**config.mk**
```make
export PLATFORM = sky130hd
export DESIGN_NAME = mem_bus_arbiter
export DESIGN_NICKNAME = d
export VERILOG_FILES = /design/src/rtl/mem_bus_arbiter.sv
export SDC_FILE = /design/constraint.sdc
export NUM_CORES = 1
export LEC_CHECK = 0
export ABC_CLOCK_PERIOD_IN_PS = 4200
export CORE_UTILIZATION = 25
export DETAILED_ROUTE_END_ITERATION = 8
export HOLD_SLACK_MARGIN = 0.15
export PLACE_DENSITY = 0.58
export SYNTH_ARGS = -nofsm -noshare
export SYNTH_HDL_FRONTEND = slang
export SYNTH_SLANG_ARGS = --single-unit
```
**constraint.sdc**
```tcl
create_clock -name clk -period 4.2 [get_ports clk]
set_clock_uncertainty 0.15 [all_clocks]
set_input_delay 0.42 -clock clk [delete_from_list [all_inputs] [get_ports clk]]
set_output_delay 0.42 -clock clk [all_outputs]
set_load 0.03 [all_outputs]
```
**src/rtl/mem_bus_arbiter.sv**
```systemverilog
// mem_bus_arbiter
// Shares one Avalon-MM memory port between the instruction-fetch requester
// and the data (load/store) requester. One transaction at a time; the data
// side wins a tie. Address, command, byte enables and write data are held
// while waitrequest is high. Read data comes back right-justified and
// zero-extended, together with a one-cycle ack to the requester that won.
// Misaligned data accesses are acked at once with d_misalign and do not
// touch the bus.
//
// Optional feature macro: MEM_TIMEOUT_EN
//   When defined, a transfer is abandoned after TIMEOUT_CYCLES cycles of
//   waitrequest. The owner is then acked with rdata=0 and bus_err=1.
//   When undefined there is no bus_err port and the bus waits indefinitely.
module mem_bus_arbiter #(
    parameter int ADDR_W         = 32,
    parameter int DATA_W         = 32,
    parameter int TIMEOUT_CYCLES = 256
) (
    input  logic              clk,
    input  logic              Rst,
    input  logic              if_req,
    input  logic [ADDR_W-1:0] if_addr,
    output logic [DATA_W-1:0] if_rdata,
    output logic              if_ack,
    input  logic              d_req,
    input  logic              d_we,
    input  logic [1:0]        d_size,
    input  logic [ADDR_W-1:0] d_addr,
    input  logic [DATA_W-1:0] d_wdata,
    output logic [DATA_W-1:0] d_rdata,
    output logic              d_ack,
    output logic              d_misalign,
    output logic [ADDR_W-1:0] address,
    output logic              read,
    output logic              write,
    output logic [DATA_W-1:0] writedata,
    output logic [3:0]        byteenable,
    input  logic [DATA_W-1:0] readdata,
    input  logic              waitrequest,
`ifdef MEM_TIMEOUT_EN
    output logic              bus_err,
`endif
    output logic              busy
);

    localparam logic [1:0] SZ_BYTE = 2'b00;
    localparam logic [1:0] SZ_HALF = 2'b01;
    localparam logic [1:0] SZ_WORD = 2'b10;

    typedef enum logic [1:0] {
        ST_IDLE = 2'b00,
        ST_BUS  = 2'b01,
        ST_RESP = 2'b10
    } state_t;

    // Size 11 is reserved and always rejected.
    function automatic logic is_misaligned(input logic [1:0] size, input logic [1:0] k);
        logic bad;
        case (size)
            SZ_BYTE: bad = 1'b0;
            SZ_HALF: bad = k[0];
            SZ_WORD: bad = (k != 2'b00);
            default: bad = 1'b1;
        endcase
        return bad;
    endfunction

    function automatic logic [3:0] lane_be(input logic [1:0] size, input logic [1:0] k);
        logic [3:0] be;
        case (size)
            SZ_BYTE: be = 4'b0001 << k;
            SZ_HALF: be = k[1] ? 4'b1100 : 4'b0011;
            default: be = 4'b1111;
        endcase
        return be;
    endfunction

    // Replicate the right-justified store data across every lane it may land in.
    function automatic logic [31:0] lane_wdata(input logic [1:0] size, input logic [31:0] wd);
        logic [31:0] res;
        case (size)
            SZ_BYTE: res = {4{wd[7:0]}};
            SZ_HALF: res = {2{wd[15:0]}};
            default: res = wd;
        endcase
        return res;
    endfunction

    // Pull the addressed lane down to bit 0 and zero-extend it.
    function automatic logic [31:0] lane_rdata(input logic [1:0] size, input logic [1:0] k,
                                               input logic [31:0] rd);
        logic [31:0] sh;
        logic [31:0] res;
        sh = rd >> {k, 3'b000};
        case (size)
            SZ_BYTE: res = {24'h000000, sh[7:0]};
            SZ_HALF: res = {16'h0000, sh[15:0]};
            default: res = rd;
        endcase
        return res;
    endfunction

    state_t            state_r, state_s;
    logic              owner_r, owner_s;          // 1 = data side, 0 = fetch
    logic [1:0]        size_r, size_s;
    logic [1:0]        lane_r, lane_s;
    logic              we_r, we_s;
    logic [ADDR_W-1:0] address_r, address_s;
    logic              read_r, read_s;
    logic              write_r, write_s;
    logic [DATA_W-1:0] writedata_r, writedata_s;
    logic [3:0]        be_r, be_s;
    logic [DATA_W-1:0] if_rdata_r, if_rdata_s;
    logic              if_ack_r, if_ack_s;
    logic [DATA_W-1:0] d_rdata_r, d_rdata_s;
    logic              d_ack_r, d_ack_s;
    logic              mis_r, mis_s;
    logic              busy_r, busy_s;

    // Fetch is always a word access, so its low address bits carry no meaning.
    logic unused_s;
    assign unused_s = ^if_addr[1:0];

`ifdef MEM_TIMEOUT_EN
    localparam int CNT_W = $clog2(TIMEOUT_CYCLES + 1);
    logic [CNT_W-1:0] cnt_r, cnt_s;
    logic             berr_r, berr_s;
`else
    localparam int unused_timeout = TIMEOUT_CYCLES;
`endif

    // Next-state and next-output logic; every output register is fed from here.
    always_comb begin
        state_s     = state_r;
        owner_s     = owner_r;
        size_s      = size_r;
        lane_s      = lane_r;
        we_s        = we_r;
        address_s   = address_r;
        read_s      = read_r;
        write_s     = write_r;
        writedata_s = writedata_r;
        be_s        = be_r;
        if_rdata_s  = if_rdata_r;
        d_rdata_s   = d_rdata_r;
        if_ack_s    = 1'b0;
        d_ack_s     = 1'b0;
        mis_s       = 1'b0;
`ifdef MEM_TIMEOUT_EN
        cnt_s       = cnt_r;
        berr_s      = 1'b0;
`endif
        case (state_r)
            ST_IDLE: begin
                if (d_req) begin
                    owner_s = 1'b1;
                    size_s  = d_size;
                    lane_s  = d_addr[1:0];
                    we_s    = d_we;
                    if (is_misaligned(d_size, d_addr[1:0])) begin
                        state_s   = ST_RESP;
                        d_ack_s   = 1'b1;
                        mis_s     = 1'b1;
                        d_rdata_s = {DATA_W{1'b0}};
                    end else begin
                        state_s     = ST_BUS;
                        address_s   = {d_addr[ADDR_W-1:2], 2'b00};
                        be_s        = lane_be(d_size, d_addr[1:0]);
                        writedata_s = lane_wdata(d_size, d_wdata);
                        read_s      = ~d_we;
                        write_s     = d_we;
`ifdef MEM_TIMEOUT_EN
                        cnt_s       = {CNT_W{1'b0}};
`endif
                    end
                end else if (if_req) begin
                    owner_s   = 1'b0;
                    size_s    = SZ_WORD;
                    lane_s    = 2'b00;
                    we_s      = 1'b0;
                    state_s   = ST_BUS;
                    address_s = {if_addr[ADDR_W-1:2], 2'b00};
                    be_s      = 4'b1111;
                    read_s    = 1'b1;
                    write_s   = 1'b0;
`ifdef MEM_TIMEOUT_EN
                    cnt_s     = {CNT_W{1'b0}};
`endif
                end else begin
                    state_s = ST_IDLE;
                end
            end
            ST_BUS: begin
                if (!waitrequest) begin
                    read_s  = 1'b0;
                    write_s = 1'b0;
                    state_s = ST_RESP;
                    if (owner_r) begin
                        d_ack_s   = 1'b1;
                        d_rdata_s = we_r ? {DATA_W{1'b0}} : lane_rdata(size_r, lane_r, readdata);
                    end else begin
                        if_ack_s   = 1'b1;
                        if_rdata_s = readdata;
                    end
                end else begin
`ifdef MEM_TIMEOUT_EN
                    if (cnt_r == CNT_W'(TIMEOUT_CYCLES - 1)) begin
                        read_s  = 1'b0;
                        write_s = 1'b0;
                        state_s = ST_RESP;
                        berr_s  = 1'b1;
                        if (owner_r) begin
                            d_ack_s   = 1'b1;
                            d_rdata_s = {DATA_W{1'b0}};
                        end else begin
                            if_ack_s   = 1'b1;
                            if_rdata_s = {DATA_W{1'b0}};
                        end
                    end else begin
                        cnt_s = cnt_r + CNT_W'(1);
                    end
`else
                    state_s = ST_BUS;
`endif
                end
            end
            ST_RESP: begin
                state_s = ST_IDLE;
            end
            default: begin
                state_s = ST_IDLE;
                read_s  = 1'b0;
                write_s = 1'b0;
            end
        endcase
        busy_s = (state_s != ST_IDLE);
    end

    // State and output registers; reset abandons any transfer in flight without an ack.
    always_ff @(posedge clk) begin
        if (Rst) begin
            state_r     <= ST_IDLE;
            owner_r     <= 1'b0;
            size_r      <= 2'b00;
            lane_r      <= 2'b00;
            we_r        <= 1'b0;
            address_r   <= {ADDR_W{1'b0}};
            read_r      <= 1'b0;
            write_r     <= 1'b0;
            writedata_r <= {DATA_W{1'b0}};
            be_r        <= 4'b0000;
            if_rdata_r  <= {DATA_W{1'b0}};
            if_ack_r    <= 1'b0;
            d_rdata_r   <= {DATA_W{1'b0}};
            d_ack_r     <= 1'b0;
            mis_r       <= 1'b0;
            busy_r      <= 1'b0;
`ifdef MEM_TIMEOUT_EN
            cnt_r       <= {CNT_W{1'b0}};
            berr_r      <= 1'b0;
`endif
        end else begin
            state_r     <= state_s;
            owner_r     <= owner_s;
            size_r      <= size_s;
            lane_r      <= lane_s;
            we_r        <= we_s;
            address_r   <= address_s;
            read_r      <= read_s;
            write_r     <= write_s;
            writedata_r <= writedata_s;
            be_r        <= be_s;
            if_rdata_r  <= if_rdata_s;
            if_ack_r    <= if_ack_s;
            d_rdata_r   <= d_rdata_s;
            d_ack_r     <= d_ack_s;
            mis_r       <= mis_s;
            busy_r      <= busy_s;
`ifdef MEM_TIMEOUT_EN
            cnt_r       <= cnt_s;
            berr_r      <= berr_s;
`endif
        end
    end

    assign address    = address_r;
    assign read       = read_r;
    assign write      = write_r;
    assign writedata  = writedata_r;
    assign byteenable = be_r;
    assign if_rdata   = if_rdata_r;
    assign if_ack     = if_ack_r;
    assign d_rdata    = d_rdata_r;
    assign d_ack      = d_ack_r;
    assign d_misalign = mis_r;
    assign busy       = busy_r;
`ifdef MEM_TIMEOUT_EN
    assign bus_err    = berr_r;
`endif

endmodule

```
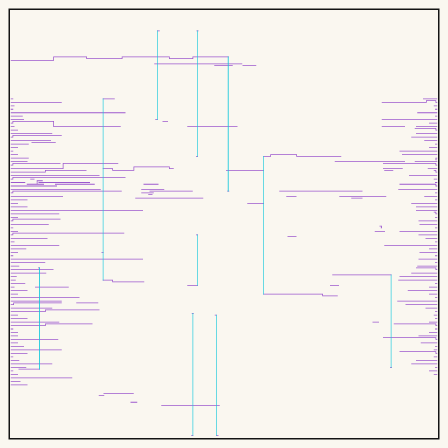
run_1/layers.png
Only two layers are drawn.
[M3] purple | wire length: 2280 um
[M4] cyan | wire length: 450 um
Overall Global Routing Usage: 0.180
via count: 6994
DRT Wirelength: 25400 um
Avg WL per Cell: 18.2 um

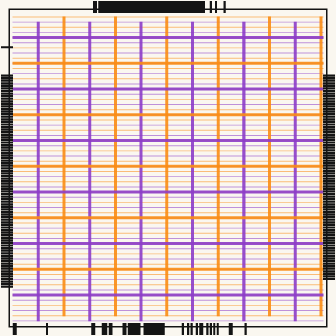
run_1/floorplan.png
Pins as bars on the die edge.
[VSS] purple
[VDD] orange
met4 straps: 12
rows: 59
met1 rails: 60
met5 straps: 11
Die Y: 167 um
core area: 26400 um^2
worst vdd ir: 247 uV
Die W: 167 um

==> CHANGELOG.md, run 1 <==
## Implementation

* Outcome: completed
* Register area at approximately 2900 um^2
* Clk cell area share at 0.0592
* Drt first pass iters at 5
* Post-CTS Resized at 0
* Slew margin rel. at 0.356
* Register-to-Register Path Depth at 4
* Mapped Area at slightly below 7000 um^2
* Pin count of the biggest net entering global routing at around 78
* Buffers excl. clock at between 200 and 300
* Number of global-route vias before repair at between 6000 and 7000
* Gpl congestion at between 0.7 and 0.8
* Final min period at ~2.5 ns
* Antenna cell count at 2
* Clock sinks at 144
* PwrDens at 401 nW/um^2
* Post-synthesis xor/xnor area fraction at 0
* Final Cell Area at around 10000 um^2
* Adder share at 0
* Post-synthesis register bit count at around 140
* Flops at 144
* Full die area at 27800 um^2
* RSZ-0062 raised after global routing: false
* EDFF count, synth at 0
* Critical Path Max Stage Delay at 0.90 ns
* Buffering overhead at 0.273
* GRT Residual Overflow at 0
* Htree depth at 4
* Pre-CTS setup slack at approximately 1.2 ns
* Psw at between 1 and 1.5 mW
* Complex Gates by Area at 0.259
* # Taps at ~340
* Fin. Hold Viols at 0
* Most numerous logic cell after layout: clkdlybuf4s50_1
* Fillcell total at between 2000 and 3000
* Num CTS Buffers at 17
* Critical Path Fanout Max at 16
* Multi-input logic portion of the cell area at 0.346
* CP Capture Point: d_rdata[7]$_SDFFE_PP0P_
* FP Rows at 59
* Clock transition at the registers of the reported paths at roughly 0.060 ns
* Tool Warnings at 28
* Leading cell kind: combinational gates
* IO Pins at around 270
* WP depth at 4
* Vias per cell at 5.01
* Combinational share of power at 0.237
* Leak Pwr at around 3.5 nW
* Comb_multi_in at between 500 and 600
* CP delay by family, top: simple AND/OR/NAND/NOR gates
* Logic area at approximately 3600 um^2
* CTS tree: built
* CTS Hold Bufs at 0
* Number of setup buffers added after CTS at 0
* Commonest cells after routing, fill and taps aside: 267 x clkdlybuf4s50_1, 144 x dfxtp_1, 118 x nand2_1
* Crit-path cells: or3b_1, or4b_1, a21oi_1, a22o_1
* DP HPWL at 17000 um
* Synth Instances at slightly above 800
* Max Cap Violations at 0
* Simple-Gate Area Share at 0.225
* DP Cell Count at approximately 1400
* Worst Setup Slack, final at roughly 1.7 ns
* Share of cells above drive strength 1 at 0.0690
* Startpoint of the worst hold path: if_rdata[12]$_SDFFE_PP0P_
* Pint at 2.86 mW
* Terminus of the critical flop-to-flop path: d_rdata[7]$_SDFFE_PP0P_
* CP Launch Type: flop
* IO buf count at approximately 270
* Crit path DRT at between 4 and 5 ns
* Final std cells w/o fill at roughly 1400
* Part of the power in registers at 0.371
* Final ANT Viol Nets at 0
* Synth area leaders: dfxtp_1 42%, nand2_1 6.5%, o21ai_0 5.4%
* Chip area in the Yosys report at 6800 um^2
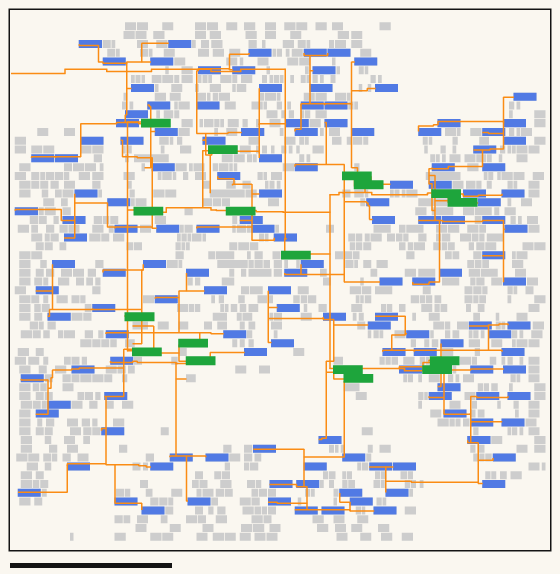
run_1/clock_wires.png
Scale bar: 50 um.
[flip-flops] blue | count: 144
[clock wires] orange | length: 2350 um
[clock-net drivers] green | count: 17
flops lie: widely spread
routed clock nets: 18
clock power share: 0.392
clk_lat worst skew: 0.41 ns
Clk power: 1.62 mW

run 1: worst reg2reg max path, delay by kind of cell (launching register included):
family / cells / cell delay [ns]
flops: 1 / 0.58
compound gates: 2 / 0.41
simple gates: 2 / 1.35
run 1: routing by layer:
metal  track usage  part of all wire
met5             0                 0
met3        0.0632             0.090
met1         0.228              0.44
met2         0.282              0.45
met4        0.0588             0.018
run 1: synth_stat cells (2+ instances only):
cell type and number:
dfxtp_1 144, nand2_1 118, o21ai_0 74, clkbuf_1 66, a21oi_1 64, a211oi_1 41, nor2_1 38, nand2b_1 31
or3_1 31, o31ai_1 30, or4_1 30, nand3_1 25, mux2i_1 24, buf_2 13, a22oi_1 12, a311oi_1 10
o2bb2ai_2 10, a31oi_1 8, nand3b_1 8, nor3_1 6, o2bb2ai_1 6, buf_4 5, inv_1 4, o21ai_1 2
or2_2 2
run 1: power by group through the flow:
stage | registers, mW | logic (mW) | clock network [mW]
detailed placement | 1.56 | 0.984 | 0
finish | 1.53 | 0.979 | 1.62
global placement | 1.56 | 0.978 | 0
floorplan | 1.70 | 0.404 | 0
CTS | 1.53 | 0.988 | 1.67
global route | 1.55 | 1.05 | 1.73
run 1: logic make-up after synthesis:
family,Yosys count
AND-OR/OR-AND,265
other,1
AND/OR/NAND/NOR,301
buffers and inverters,90
multiplexers,24
flip-flops,144
run 1: flip-flops by register name, indices dropped and copies added (netlist names):
register,count
d_misalign,1
write,1
d_rdata,32
state_r,2
byteenable,4
lane_r,2
read,1
writedata,32
we_r,1
if_ack,1
if_rdata,32
busy,1
address,30
d_ack,1
owner_r,1
size_r,2
==> run 2: changes to the inputs <==
ABC_CLOCK_PERIOD_IN_PS = 2460   (was 4200)
clock period = 2.46 ns   (was 4.2 ns; I/O delays follow)
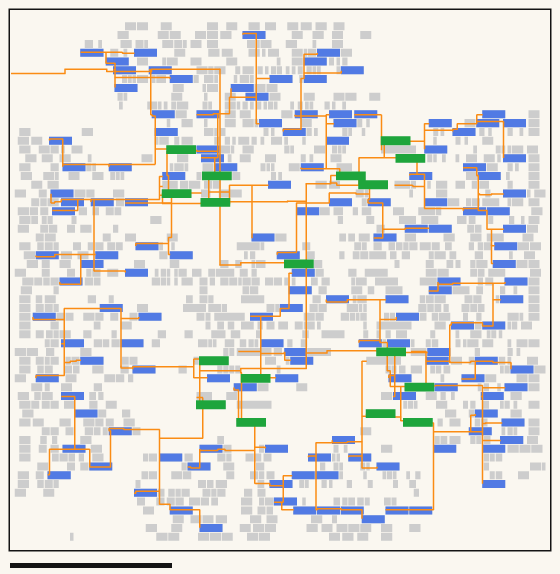
run_2/clock_wires.png
Scale bar: 50 um.
[flip-flops] blue | count: 144
[clock-net drivers] green | count: 17
[clock wires] orange | length: 2180 um
routed clock nets: 18
clock power share: 0.404
Clk power: 2.96 mW

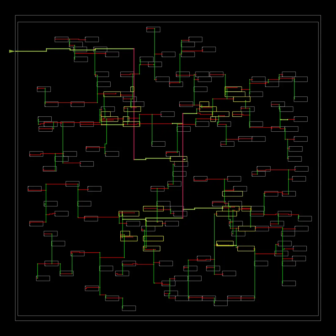
run_2/clock_nets.png
clk_lat worst skew: 0.40 ns
number of clock buffers in the layout: 22
clock sinks: 144
Flops: 144

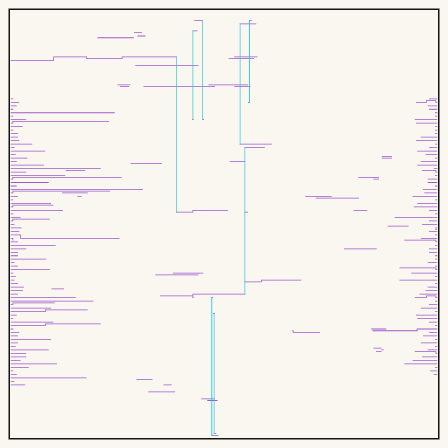
run_2/layers.png
Only two layers are drawn.
[M4] cyan | wire length: 371 um
[M3] purple | wire length: 1730 um
Avg WL per Cell: 17.8 um
Overall Global Routing Usage: 0.179
via count: 7076
DRT Wirelength: 25200 um

==> CHANGELOG.md, run 2 <==
## Implementation

* Outcome: completed
* Vias per cell at around 5.0
* Chip area in the Yosys report at 6800 um^2
* CTS max path bufs at 2
* Worst vdd ir at between 400 and 500 uV
* Leak Pwr at 3.69 nW
* Crit path DAT at around 2.2 ns
* Adder share at 0
* Gpl congestion at slightly below 0.8
* EDFF count, synth at 0
* Combinational share of power at 0.242
* CP delay by family, top: simple AND/OR/NAND/NOR gates
* Hold WC Path Type: in -> reg
* Worst setup EP type: flop
* Synth warn at 0
* Register area share after synthesis at 0.424
* # nets final at 1205
* Worst Setup Slack, final at roughly 0.43 ns
* Root buffer cell: clkbuf_16
* Commonest cells after routing, fill and taps aside: 267 x clkdlybuf4s50_1, 144 x dfxtp_1, 118 x nand2_1
* FP Rows at 59
* Pre-CTS setup slack at -0.0459 ns
* WP buf/inv at 2
* Met2 Track Usage GR at 0.280
* Fillcell total at 2688
* Tool Warnings at 28
* GRT busiest layer: met2
* Full die area at 27800 um^2
* Ys cells at 825
* Slowest-stage cell, CP: nor2_2
* Final setup fails at 0
* Post-synthesis register bit count at 144
* Ys flop type: dfxtp_1
* Met2 Wirelength at 11500 um
* Area leader, netlist: dfxtp_1
* PwrDens at around 690 nW/um^2
* First-pass GRT wire length at 39000 um
* Part of the power in registers at 0.354
* Top sig layer: met4
* Critical Path Max Stage Delay at 0.79 ns
* Grt met3 use at 0.0523
* Crit-path cells: clkdlybuf4s50_1, nor2_2, buf_4, or4_1, o21ai_0, a211oi_1
* Worst slew pin tran at 1.05 ns
* WS Path Type: in -> reg
* Syn-to-layout area delta at 56.6%
* Final ANT Viol Nets at 0
* Slew margin rel. at 0.302
* CP Launch Type: primary input
* Clock transition at the registers of the reported paths at 0.06 ns
* Crit path from: if_req
* RSZ-0062 raised after global routing: false
* Pint at between 5 and 6 mW
* Fin. Hold Viols at 0
* Fmax at between 400 and 500 MHz
* Initial antenna violation count at 1
* Final min period at 2.03 ns
* Residual DRC at 0
* WL met3 at ~1700 um
* Post-synthesis xor/xnor area fraction at 0
* Avg Cell Area, Syn at approximately 8 um^2
* Flop+latch power at approximately 2.6 mW
* GRT Residual Overflow at 0
* Cycle use final at 0.826
* Iter 0 DRT Violations at about 520
* Startpoint of the worst hold path: d_req
* Synth Instances at roughly 830
* CTS tree: built
* Top cell type by instance count after synthesis: dfxtp_1
* Drt first pass iters at 4
* Number of global-route vias before repair at approximately 6700
* Num CTS Buffers at 17
* Pin count of the biggest net entering global routing at roughly 73
* Die Y at around 170 um
* Synth area leaders: dfxtp_1 42%, nand2_1 6.5%, o21ai_0 5.4%
* Share of the synthesized area in the top cell type at 0.424
* Met1 capacity usage during global routing at 0.236
* DP HPWL at between 15000 and 20000 um
* Mux share at 0.0353
* Top power group: clock
* Tot Pwr at 7.32 mW
* Synth async-reset ratio at 0
* Mapped Area at 6800 um^2
* Comb pwr at roughly 1.8 mW
* Share of cells above drive strength 1 at 0.0907
* IO Pins at around 270
* Critical Path Fanout Max at 25
* Met1 wire length at approximately 12000 um
* Max Cap Violations at 0
* Final Max Tran Viols at 0
* Htree depth at 4
* Complex Gates by Area at 0.259
* Simple-Gate Area Share at 0.225
* IO buf count at 269
* Switching part of the total at 0.290
* Largest family of logic cells by area: AND-OR/OR-AND gates
* R2R Path Start: state_r[1]$_SDFF_PP0_
* Die W at approximately 170 um
* Most numerous logic cell after layout: clkdlybuf4s50_1
* Initial Util at 0.258
* Psw at ~2.1 mW
* Synth top cells by count: 144 x dfxtp_1, 118 x nand2_1, 74 x o21ai_0
* Crit path DRT at 2.63 ns
* Core area at 26400 um^2
[run 2: cell counts after synthesis]
Identical to the previous run, type by type.
[run 2: worst paths after layout]
path / endpoint / slack [ns] / cells after the start
worst max-delay path: address[8]$_SDFFE_PP0P_ / 0.43 / 6
worst min-delay path: read$_SDFFE_PP0P_ / 0.26 / 5
worst max register to register: d_rdata[9]$_SDFFE_PP0P_ / 0.43 / 4
worst min register to register: if_rdata[11]$_SDFFE_PP0P_ / 0.30 / 2
[run 2: tightest hold or removal path: stages]
cell and delay (ns):
buf_2 0.14, buf_4 0.17, a21oi_1 0.07, nand3_1 0.08
a21oi_1 0.06
[run 2: area by class of cell]
| cell class | count | area [um^2] | area share |
|---|---|---|---|
| Tap cell | 335 | 419 | 0.0394 |
| Multi-Input combinational cell | 592 | 3570 | 0.335 |
| Timing Repair Buffer | 310 | 3080 | 0.290 |
| Sequential cell | 144 | 2880 | 0.271 |
| Clock inverter | 9 | 176 | 0.0166 |
| Inverter | 4 | 15.0 | 0.00141 |
| Antenna cell | 1 | 2.50 | 0.000235 |
| Clock buffer | 22 | 494 | 0.0464 |
[run 2: what timing repair did]
| item | CTS | global route |
|---|---|---|
| hold endpoints to repair | 3 | 0 |
| setup buffers | 0 | 0 |
| gates resized | 0 | 0 |
| hold buffers | 1 | 0 |
[run 2: stage by stage]
stage / instances / hold slack [ns] / utilization / TNS [ns] / cell area [um^2]
floorplan: 826 / 0.226 / - / 0 / 6800
global placement: 1384 / 0.291 / 0.378 / 0 / 9960
detailed placement: 1384 / 0.298 / 0.378 / -0.0699 / 9960
CTS: 1416 / 0.229 / 0.404 / 0 / 10600
global route: 1417 / 0.251 / 0.404 / 0 / 10600
finish: 1417 / 0.255 / 0.404 / 0 / 10600
No activity file was given, so power comes from the tool's default toggle rates.
